--- src/rtl/tone_pkg.sv ---
// ---------------------------------------------------------------------------
// tone_pkg
// Shared constants for the tone datapath: the sine clkgen divider values for
// the melody pitches, note durations in samples at fs = 8 kHz, field width
// defaults and the melody sequencer FSM state type.
// ---------------------------------------------------------------------------
package tone_pkg;

    localparam int unsigned PW_DEF = 5;    // pitch (divider maxval) field width
    localparam int unsigned DW_DEF = 13;   // duration field width in samples

    // Divider values for the sine clkgen; a code of 0 denotes a rest.
    localparam logic [PW_DEF-1:0] D     = 5'd27;
    localparam logic [PW_DEF-1:0] E     = 5'd24;
    localparam logic [PW_DEF-1:0] Fis   = 5'd21;
    localparam logic [PW_DEF-1:0] G     = 5'd20;
    localparam logic [PW_DEF-1:0] A     = 5'd18;
    localparam logic [PW_DEF-1:0] B     = 5'd16;
    localparam logic [PW_DEF-1:0] C     = 5'd15;
    localparam logic [PW_DEF-1:0] Dhigh = 5'd13;

    // Note lengths in samples at 8 kHz.
    localparam logic [DW_DEF-1:0] N_EIGHTH         = 13'd1000;
    localparam logic [DW_DEF-1:0] N_QUARTER        = 13'd2000;
    localparam logic [DW_DEF-1:0] N_DOTTED_QUARTER = 13'd3000;
    localparam logic [DW_DEF-1:0] N_HALF           = 13'd4000;

    typedef enum logic [1:0] {
        ST_IDLE,
        ST_FETCH,
        ST_PLAY,
        ST_DONE
    } seq_state_e;

endpackage

--- src/rtl/note_ram.sv ---
// ---------------------------------------------------------------------------
// note_ram
// DEPTH x W note table, synchronous write and registered read (1-clk latency).
// Contents are deliberately not reset.
//   clk_i    : clock
//   we_i     : write strobe
//   waddr_i  : write address
//   wdata_i  : write data {pitch, duration}
//   raddr_i  : read address
//   rdata_o  : read data, valid the clk after raddr_i is presented
// ---------------------------------------------------------------------------
module note_ram #(
    parameter int unsigned DEPTH = 32,
    parameter int unsigned AW    = 5,
    parameter int unsigned W     = 18
) (
    input  logic          clk_i,
    input  logic          we_i,
    input  logic [AW-1:0] waddr_i,
    input  logic [W-1:0]  wdata_i,
    input  logic [AW-1:0] raddr_i,
    output logic [W-1:0]  rdata_o
);

    logic [W-1:0] mem_q [DEPTH];
    logic [W-1:0] rdata_q;

    always_ff @(posedge clk_i) begin
        if (we_i) begin
            mem_q[waddr_i] <= wdata_i;
        end
        rdata_q <= mem_q[raddr_i];
    end

    assign rdata_o = rdata_q;

endmodule

--- src/rtl/melody_sequencer.sv ---
// ---------------------------------------------------------------------------
// melody_sequencer
// Plays a host-loaded note table (pitch divider + duration in fs samples)
// once or in a loop, driving the sine clkgen divider value and gating the
// tone. Each note's last GAP samples are muted for articulation.
//   clk          : system clock
//   reset        : asynchronous active-low reset
//   sample_tick  : one-clk pulse at fs
//   wr_en/wr_addr/wr_pitch/wr_dur : note table write port (IDLE only)
//   num_notes    : table length used for playback (latched at start)
//   loop_en      : restart at entry 0 after the last note (latched at start)
//   start / stop : begin playback (IDLE only) / abort playback
//   pitch_maxval : divider value for the sine clkgen
//   tone_en      : 1 = sound, 0 = mute
//   note_idx     : index of the current note
//   busy         : high while playing (FETCH/PLAY/DONE)
//   done         : one-clk pulse when non-loop playback completes
// ---------------------------------------------------------------------------
module melody_sequencer
    import tone_pkg::*;
#(
    parameter int unsigned DEPTH = 32,
    parameter int unsigned AW    = 5,
    parameter int unsigned PW    = PW_DEF,
    parameter int unsigned DW    = DW_DEF,
    parameter int unsigned GAP   = 200
) (
    input  logic          clk,
    input  logic          reset,
    input  logic          sample_tick,
    input  logic          wr_en,
    input  logic [AW-1:0] wr_addr,
    input  logic [PW-1:0] wr_pitch,
    input  logic [DW-1:0] wr_dur,
    input  logic [AW:0]   num_notes,
    input  logic          loop_en,
    input  logic          start,
    input  logic          stop,
    output logic [PW-1:0] pitch_maxval,
    output logic          tone_en,
    output logic [AW-1:0] note_idx,
    output logic          busy,
    output logic          done
);

    seq_state_e    state_q;
    logic [AW-1:0] idx_q, idx_d;
    logic [AW:0]   len_q;
    logic          loop_q;
    logic [PW-1:0] cur_pitch_q;
    logic [DW-1:0] cur_dur_q;
    logic [DW-1:0] cnt_q;
    logic [PW-1:0] pitch_q;
    logic          tone_q;
    logic          busy_q;
    logic          done_q;

    logic [PW+DW-1:0] rd_data;
    logic [PW-1:0]    rd_pitch;
    logic [DW-1:0]    rd_dur;
    logic [DW-1:0]    fetch_dur;
    logic             start_ok;
    logic             note_end;
    logic             last_note;

    // Sound while the pitch is not a rest and the sample count is outside the
    // trailing articulation gap; notes no longer than the gap sound throughout.
    function automatic logic sound(input logic [PW-1:0] p,
                                   input logic [DW-1:0] d,
                                   input logic [DW-1:0] c);
        return (p != '0) && ((d <= DW'(GAP)) || (c < (d - DW'(GAP))));
    endfunction

    note_ram #(
        .DEPTH (DEPTH),
        .AW    (AW),
        .W     (PW + DW)
    ) u_note_ram (
        .clk_i   (clk),
        .we_i    (wr_en && (state_q == ST_IDLE)),
        .waddr_i (wr_addr),
        .wdata_i ({wr_pitch, wr_dur}),
        .raddr_i (idx_d),
        .rdata_o (rd_data)
    );

    assign rd_pitch  = rd_data[PW+DW-1:DW];
    assign rd_dur    = rd_data[DW-1:0];
    assign fetch_dur = (rd_dur == '0) ? DW'(1) : rd_dur;

    assign start_ok  = start && !stop && (num_notes != '0);
    assign note_end  = sample_tick && (cnt_q == (cur_dur_q - DW'(1)));
    assign last_note = (({1'b0, idx_q} + (AW+1)'(1)) >= len_q);

    // The RAM is addressed with the next index so the entry is already on
    // rd_data during the single FETCH clk, giving the 1-clk FETCH state.
    always_comb begin
        idx_d = idx_q;
        case (state_q)
            ST_IDLE: begin
                if (start_ok) begin
                    idx_d = '0;
                end
            end
            ST_PLAY: begin
                if (!stop && note_end) begin
                    if (!last_note) begin
                        idx_d = idx_q + AW'(1);
                    end else if (loop_q) begin
                        idx_d = '0;
                    end
                end
            end
            default: idx_d = idx_q;
        endcase
    end

    always_ff @(posedge clk or negedge reset) begin
        if (!reset) begin
            state_q     <= ST_IDLE;
            idx_q       <= '0;
            len_q       <= '0;
            loop_q      <= 1'b0;
            cur_pitch_q <= '0;
            cur_dur_q   <= '0;
            cnt_q       <= '0;
            pitch_q     <= '0;
            tone_q      <= 1'b0;
            busy_q      <= 1'b0;
            done_q      <= 1'b0;
        end else begin
            idx_q  <= idx_d;
            done_q <= 1'b0;
            if (stop && (state_q != ST_IDLE)) begin
                state_q <= ST_IDLE;
                tone_q  <= 1'b0;
                busy_q  <= 1'b0;
            end else begin
                case (state_q)
                    ST_IDLE: begin
                        if (start_ok) begin
                            len_q   <= num_notes;
                            loop_q  <= loop_en;
                            busy_q  <= 1'b1;
                            state_q <= ST_FETCH;
                        end
                    end
                    ST_FETCH: begin
                        cur_pitch_q <= rd_pitch;
                        cur_dur_q   <= fetch_dur;
                        // A rest keeps the previous divider value so the
                        // downstream clkgen never sees a glitch.
                        if (rd_pitch != '0) begin
                            pitch_q <= rd_pitch;
                        end
                        cnt_q   <= '0;
                        tone_q  <= sound(rd_pitch, fetch_dur, '0);
                        state_q <= ST_PLAY;
                    end
                    ST_PLAY: begin
                        if (sample_tick) begin
                            if (note_end) begin
                                tone_q <= 1'b0;
                                if (!last_note || loop_q) begin
                                    state_q <= ST_FETCH;
                                end else begin
                                    state_q <= ST_DONE;
                                    done_q  <= 1'b1;
                                end
                            end else begin
                                cnt_q  <= cnt_q + DW'(1);
                                tone_q <= sound(cur_pitch_q, cur_dur_q, cnt_q + DW'(1));
                            end
                        end
                    end
                    ST_DONE: begin
                        busy_q  <= 1'b0;
                        state_q <= ST_IDLE;
                    end
                    default: state_q <= ST_IDLE;
                endcase
            end
        end
    end

    assign pitch_maxval = pitch_q;
    assign tone_en      = tone_q;
    assign note_idx     = idx_q;
    assign busy         = busy_q;
    assign done         = done_q;

endmodule
--- config.mk ---
export PLATFORM = sky130hd
export DESIGN_NAME = melody_sequencer
export DESIGN_NICKNAME = d
export VERILOG_FILES = /design/src/rtl/tone_pkg.sv /design/src/rtl/note_ram.sv /design/src/rtl/melody_sequencer.sv
export SDC_FILE = /design/constraint.sdc
export NUM_CORES = 1
export LEC_CHECK = 0
export CORE_MARGIN = 3
export CORE_UTILIZATION = 56
export DETAILED_ROUTE_END_ITERATION = 16
export PLACE_DENSITY = 0.73
export SKIP_LAST_GASP = 1
export SLEW_MARGIN = 0
export SYNTH_ARGS = -nofsm -noshare
export SYNTH_HDL_FRONTEND = slang
export SYNTH_SLANG_ARGS = --single-unit
--- constraint.sdc ---
create_clock -name clk -period 12.85 [get_ports clk]
set_clock_uncertainty 0.15 [all_clocks]
set_input_delay 2.57 -clock clk [delete_from_list [all_inputs] [get_ports clk]]
set_output_delay 2.57 -clock clk [all_outputs]
set_load 0.005 [all_outputs]
### Clock wires, drivers and flops, run 1

Bar = 50 um.
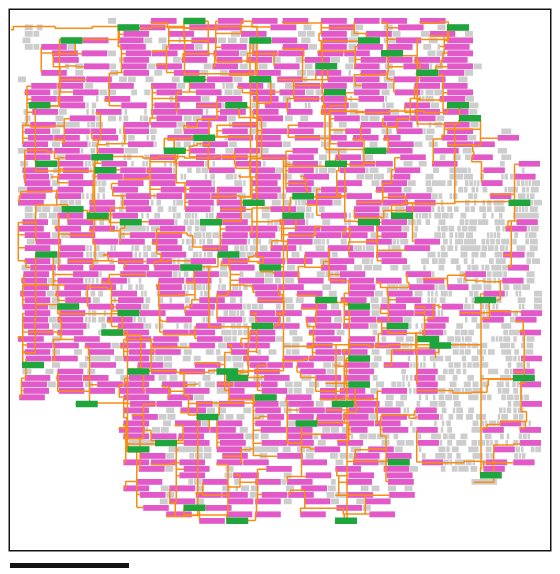
Key: magenta = flip-flops [count 647]; green = clock-net drivers [count 66]; orange = clock wires [length 7020 um]
There are 67 routed clock nets. Position of the flops: widely spread.

### Pin placement, run 1

Pins as bars across the die edge, other pins in grey.
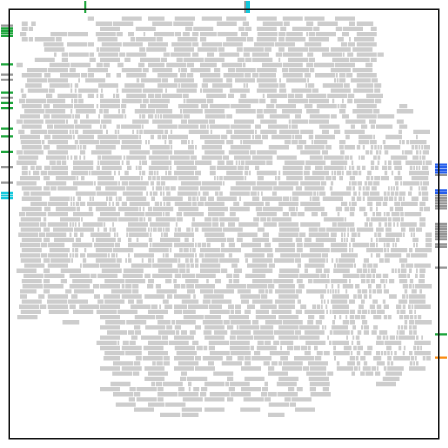
Key: orange = `reset` [pins 1, direction input, edge right]; green = `wr_dur` [pins 13, direction input, edge 11 left, 1 top, 1 right]; cyan = `wr_addr` [pins 5, direction input, edge 3 left, 2 top]; blue = `num_notes` [pins 6, direction input, edge right]
All pins by edge: 25 right, 20 left, 4 top.

### Met4 routing, run 1

Cells faint in the background.
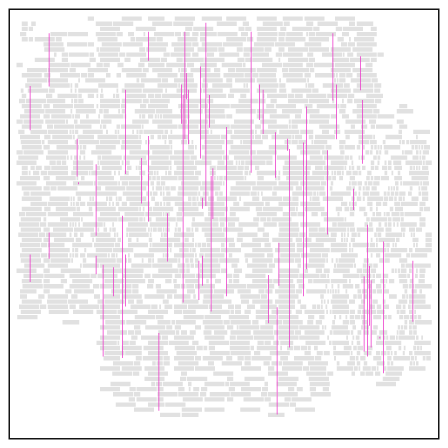
40 nets have wire on it. The layer holds 3.2% of the routed length.

### Sequential cells coloured by netlist name, run 1

Other sequential cells in the stronger grey, the rest of the logic in the fainter grey.
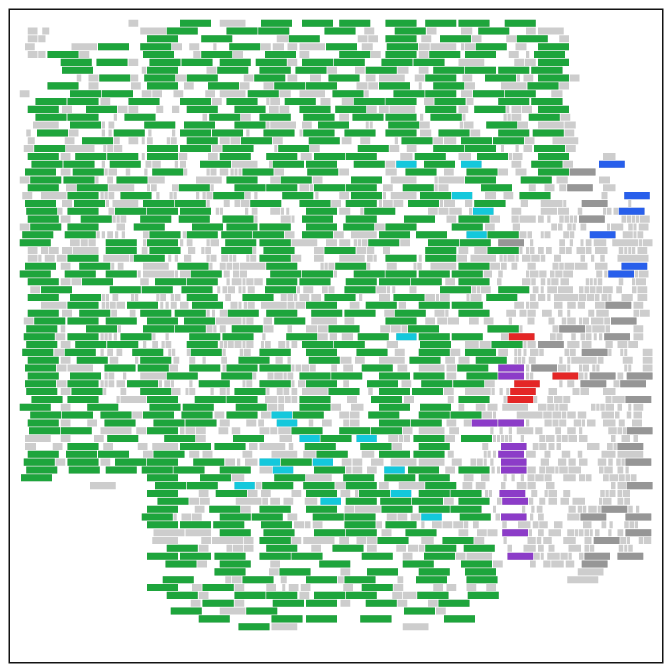
Key: blue = `len_q` [flops 6]; green = `u_note_ram.mem_q` [flops 576]; red = `cur_pitch_q` [flops 5, where middle right]; purple = `cur_dur_q` [flops 13]; cyan = `u_note_ram.rdata_o` [flops 18]

==> impl_metrics.env, run 1 <==
# flow metrics
export IMPL_status="finished clean"
export IMPL_postRouteAntennaNets=0
export IMPL_slowest_delay_ns=0.73
export IMPL_area_delta_synth_final_pct=11.93
export IMPL_top_cell="edfxtp_1"
export IMPL_met3_usage=0.05774
export IMPL_top_cells_by_area="edfxtp_1, mux2i_1, dfrtp_1"
export IMPL_placeableCoreArea_sq_um=47850
export IMPL_worstPathMaxFanout=144
export IMPL_synth_cells=1802
export IMPL_post_cts_repair_setup_buffers=0
export IMPL_fp_row_count=80
export IMPL_n_clock_buffer=82
export IMPL_worstSetupStartpointType="primary input"
export IMPL_power_frac_seq=0.497
export IMPL_pg_comb_uw=562
export IMPL_top_cells_by_count="edfxtp_1, mux2i_1, nand2_1"
export IMPL_diodes=0
export IMPL_clock_area_frac=0.07049
export IMPL_holdWs_ns=0.3314
export IMPL_drc=0
export IMPL_vias=15869
export IMPL_combPwrFrac=0.115
export IMPL_place_inst=2403
export IMPL_worst_slack_ns=5.277
export IMPL_hp_class="reg2reg"
export IMPL_met1_usage=0.3448
export IMPL_drt_iter0_markers=1916
export IMPL_dpl_cell_area_sq_um=28240
export IMPL_crit_required_ns=13.23
export IMPL_power_top_group="sequential cells"
export IMPL_chip_area_sq_um=51190
export IMPL_cts_htree_levels=3
export IMPL_clk_latency_ns=0.60
export IMPL_tns_ns=0
export IMPL_crit_top_cell="buf_4"
export IMPL_intPower_mw=3.713
export IMPL_setup_violations_final=0
export IMPL_crit_family="buffers and inverters"
export IMPL_logic_gate_count=1031
export IMPL_grt_max_degree=145
export IMPL_cts_inserted_buffers=66
export IMPL_drv_cap=0
export IMPL_max_freq_mhz=132.1
export IMPL_comb_cell_share=0.2504
export IMPL_p_seq_mw=2.44
export IMPL_use_met2=0.4088
export IMPL_vias_per_cell=6.295
export IMPL_die_h_um=226.3
export IMPL_grt_pass1_vias=15410
export IMPL_tightest_slew_ns=1.401
export IMPL_warnings=31
export IMPL_p_clk_mw=1.90
export IMPL_io_pins=49
export IMPL_synthArstFlopShare=0.08192
export IMPL_hold_buffers=0
export IMPL_ys_ff=647
export IMPL_top_area_frac=0.6367
export IMPL_cp_slowest_cell="clkdlybuf4s50_1"
export IMPL_p_sw_frac=0.2427
export IMPL_fin_util=0.6355
export IMPL_critPathCaptureType="flip-flop"
export IMPL_clk_path_buf_depth=3
export IMPL_buffers=90
export IMPL_path_cells="clkdlybuf4s50_1 -> nand3_1 -> a211oi_1 -> nand4_1 -> or3_1 -> o21a_2 -> buf_4 -> inv_12 -> buf_4 -> mux2i_1 -> mux2_2 -> a222oi_1 -> nor3b_2"
export IMPL_path_class="in2reg"
export IMPL_flops=647
export IMPL_buffer_area_frac=0.02650
export IMPL_fillers=3401
export IMPL_edf_count=576
export IMPL_ff_type="edfxtp_1"
export IMPL_dominant_cells="flip-flops and latches"
export IMPL_die_w_um=226.3
export IMPL_regArea_sq_um=18980
export IMPL_inverters=21
==> run 1: path summary, 6_finish.rpt <==
| path | from | endpoint | slack, ns | cells past startpoint |
|---|---|---|---|---|
| worst max-delay path | sample_tick | u_note_ram.rdata_o[5] | 5.28 | 13 |
| worst min-delay path | pitch_maxval[1] | pitch_maxval[1] | 0.33 | 2 |
| worst max register to register | note_idx[0] | u_note_ram.rdata_o[5] | 5.90 | 18 |
| worst min register to register | pitch_maxval[1] | pitch_maxval[1] | 0.33 | 2 |
| max in group asynchronous | reset | cur_dur_q[2] | 10.14 | 2 |
| min in group asynchronous | reset | cnt_q[9] | 1.95 | 2 |
==> run 1: layer usage <==
| metal | vias to the layer above | share of wire |
|---|---|---|
| li1 | 7078 | - |
| met1 | 7982 | 0.41 |
| met2 | 674 | 0.48 |
| met3 | 131 | 0.079 |
| met4 | 4 | 0.032 |
| met5 | - | 0.00034 |
==> run 1: cells by family (layout without fill, tap and decap cells) <==
| logic type | Yosys count | after routing | synth area share |
|---|---|---|---|
| compound gates | 188 | 188 | 0.05329 |
| xor+xnor | 36 | 36 | 0.01161 |
| fa+ha+maj | 27 | 27 | 0.01244 |
| buf+inv | 124 | 228 | 0.02423 |
| flops | 647 | 647 | 0.6988 |
| mux | 290 | 290 | 0.1085 |
| simple gates | 490 | 490 | 0.09115 |
==> run 1: registers in the layout, summed over array words and instances (netlist names) <==
register            count
loop_q                  1
cur_pitch_q             5
pitch_maxval            5
tone_en                 1
cnt_q                  13
done                    1
len_q                   6
u_note_ram.mem_q      576
u_note_ram.rdata_o     18
cur_dur_q              13
busy                    1
note_idx                5
state_q                 2
### Congestion heat map, run 1

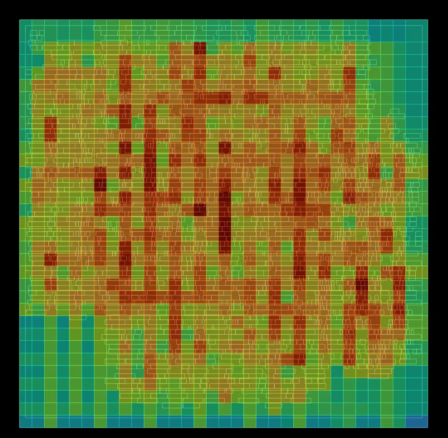

==> run 1 -> run 2 <==
PLACE_DENSITY = 0.76   (was 0.73)
clock period = 6.8 ns   (was 12.85 ns; I/O delays follow)
### Congestion heat map, run 2

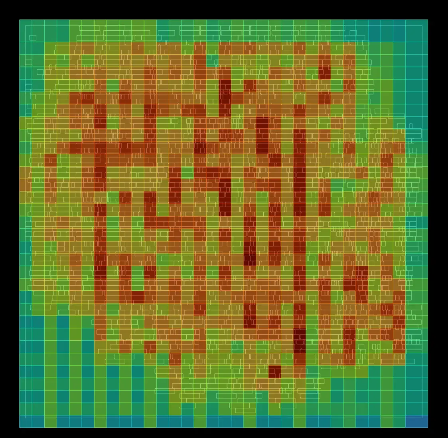
GRT Overall Usage: 0.2541
M1 GR Usage: 0.3426
Avg WL per Cell: 25.47 um
grt met2 use: 0.4077

### Met4 routing, run 2

Cells faint in the background.
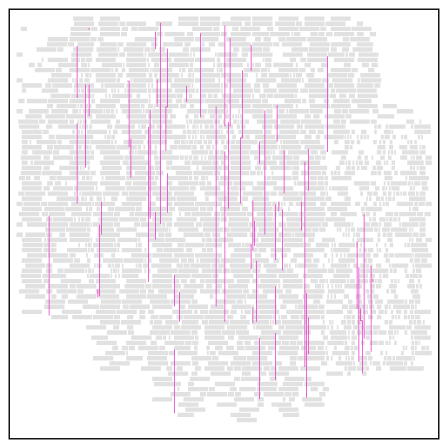
The layer holds 3.2% of the routed length. The wires run mostly vertical. 37 nets have wire on it.

### Clock wires, drivers and flops, run 2

Bar = 50 um.
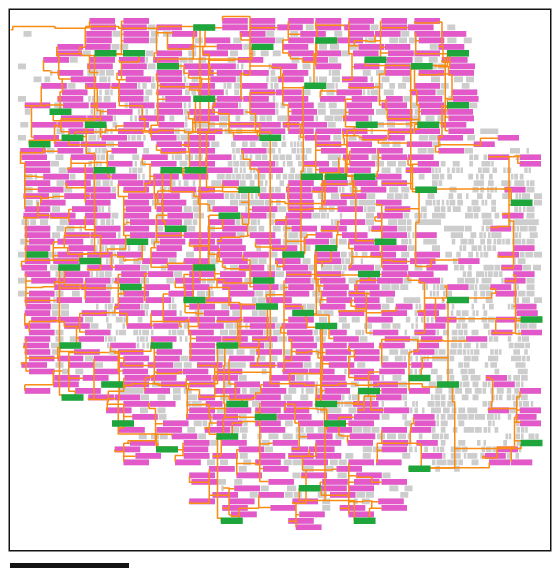
Key: green = clock-net drivers [count 67]; magenta = flip-flops [count 647]; orange = clock wires [length 7110 um]
Position of the flops: widely spread. There are 68 routed clock nets.

==> run 2 against run 1 <==
Compared with the run above: utilization up 0.23 points; critical path depth up 3; cell area grew 0.36%; clock power grew 88%; register-to-register slack worse by 5.1 ns; sequential share of layout area fell by 0.23 points; setup slack lost 4.4 ns; final cell count grew 0.67%; total power increased by 89%; combinational power rose by 89%; largest power group unchanged.
==> impl_metrics.env, run 2 <==
# flow metrics
export IMPL_status="finished clean"
export IMPL_grt_overflow=0
export IMPL_clk_path_buf_depth=3
export IMPL_regArea_sq_um=18980
export IMPL_fillers=3355
export IMPL_met3_usage=0.06279
export IMPL_io_pins=49
export IMPL_chip_area_sq_um=51190
export IMPL_vias=16096
export IMPL_logic_gate_count=1031
export IMPL_path_class="reg2reg"
export IMPL_ys_top_logic_family="multiplexers"
export IMPL_synthArstFlopShare=0.08192
export IMPL_dpl_cell_area_sq_um=28370
export IMPL_flops=647
export IMPL_warnings=29
export IMPL_top_cells_by_count="edfxtp_1, mux2i_1, nand2_1"
export IMPL_worstPathMaxFanout=24
export IMPL_dominant_cells="flip-flops and latches"
export IMPL_regMostFlops="u_note_ram.mem_q"
export IMPL_edf_count=576
export IMPL_drc=0
export IMPL_ys_ff=647
export IMPL_n_clock_buffer=90
export IMPL_drv_cap=0
export IMPL_area_delta_synth_final_pct=12.33
export IMPL_holdWs_ns=0.3298
export IMPL_compound_area_frac=0.05329
export IMPL_final_cell_area_sq_um=30520
export IMPL_hp_class="reg2reg"
export IMPL_fp_row_count=80
export IMPL_tns_ns=0
export IMPL_setup_violations_final=0
export IMPL_ff_type="edfxtp_1"
export IMPL_critPathCaptureType="flip-flop"
export IMPL_grt_pass1_vias=15710
export IMPL_die_h_um=226.3
export IMPL_synth_xor_area_share=0.01161
export IMPL_synth_cells=1802
export IMPL_slew_viol_final=0
export IMPL_max_freq_mhz=168.0
export IMPL_wl_met3_mm=5.945
export IMPL_cts_inserted_buffers=67
export IMPL_adder_share=0.01244
export IMPL_vias_per_cell=6.342
export IMPL_top_area_frac=0.6367
export IMPL_diodes=1
export IMPL_placeableCoreArea_sq_um=47850
export IMPL_hold_buffers=0
export IMPL_top_cells_by_area="edfxtp_1, mux2i_1, dfrtp_1"
export IMPL_clock_area_frac=0.07015
export IMPL_routed_top_layer="met5"
export IMPL_mux_share=0.1085
export IMPL_largest_reg_flops=576
export IMPL_synth_simple_area_share=0.09115
export IMPL_inverters=21
export IMPL_buffers=102
export IMPL_die_w_um=226.3
export IMPL_tightest_slew_ns=1.399
export IMPL_crit_required_ns=7.17
export IMPL_wl_met1_mm=25.96
export IMPL_post_cts_repair_setup_buffers=0
export IMPL_drt_iter0_markers=2068
export IMPL_top_cell="edfxtp_1"
export IMPL_grt_max_degree=87
export IMPL_cts_htree_levels=3
==> run 2: stage by stage <==
stage / worst slack, ns / cells
global placement: 0.9708 / 2416
global route: 0.4752 / 2537
finish: 0.8487 / 2538
detailed placement: 0.8721 / 2416
floorplan: 2.627 / 1802
CTS: 0.8938 / 2537
==> run 2: report_power, final <==
part	switching (mW)	internal (mW)	leakage, nW
sequential	0.135	4.48	6.02
combinational	0.651	0.411	2.83
clock	1.50	2.08	1.05
==> run 2: path summary, 6_finish.rpt <==
path	from	endpoint	depth (start not counted)	slack, ns
setup / recovery	note_idx[0]	u_note_ram.rdata_o[5]	16	0.85
hold / removal	pitch_maxval[3]	pitch_maxval[3]	2	0.33
setup reg to reg	note_idx[0]	u_note_ram.rdata_o[5]	16	0.85
hold reg to reg	pitch_maxval[3]	pitch_maxval[3]	2	0.33
max in group asynchronous	reset	cur_dur_q[1]	2	5.30
min in group asynchronous	reset	cnt_q[3]	2	0.73
==> run 2: cells by family (layout without fill, tap and decap cells) <==
group,after synthesis,in the layout
flip-flops,647,647
AND/OR/NAND/NOR,490,490
multiplexers,290,290
AND-OR/OR-AND,188,188
buffers and inverters,124,244
XOR/XNOR,36,36
adder cells (fa/ha/maj),27,27
other,0,1
==> run 2: worst max-delay path, cell delays in order, from the launching register on <==
cell and delay, ns:
dfrtp_1 0.69, ha_1 0.41, nand3_1 0.14, xor2_1 0.34, inv_1 0.15, ha_1 0.31, a21oi_1 0.18, o21ai_0 0.13
a211oi_1 0.24, nor4b_4 0.48, nand2_2 0.23, a31oi_1 0.37, nand2_2 0.53, buf_4 0.41, a32o_1 0.23, a222oi_1 0.59
nor3b_2 0.28
Power is estimated from default activity; no workload was simulated.
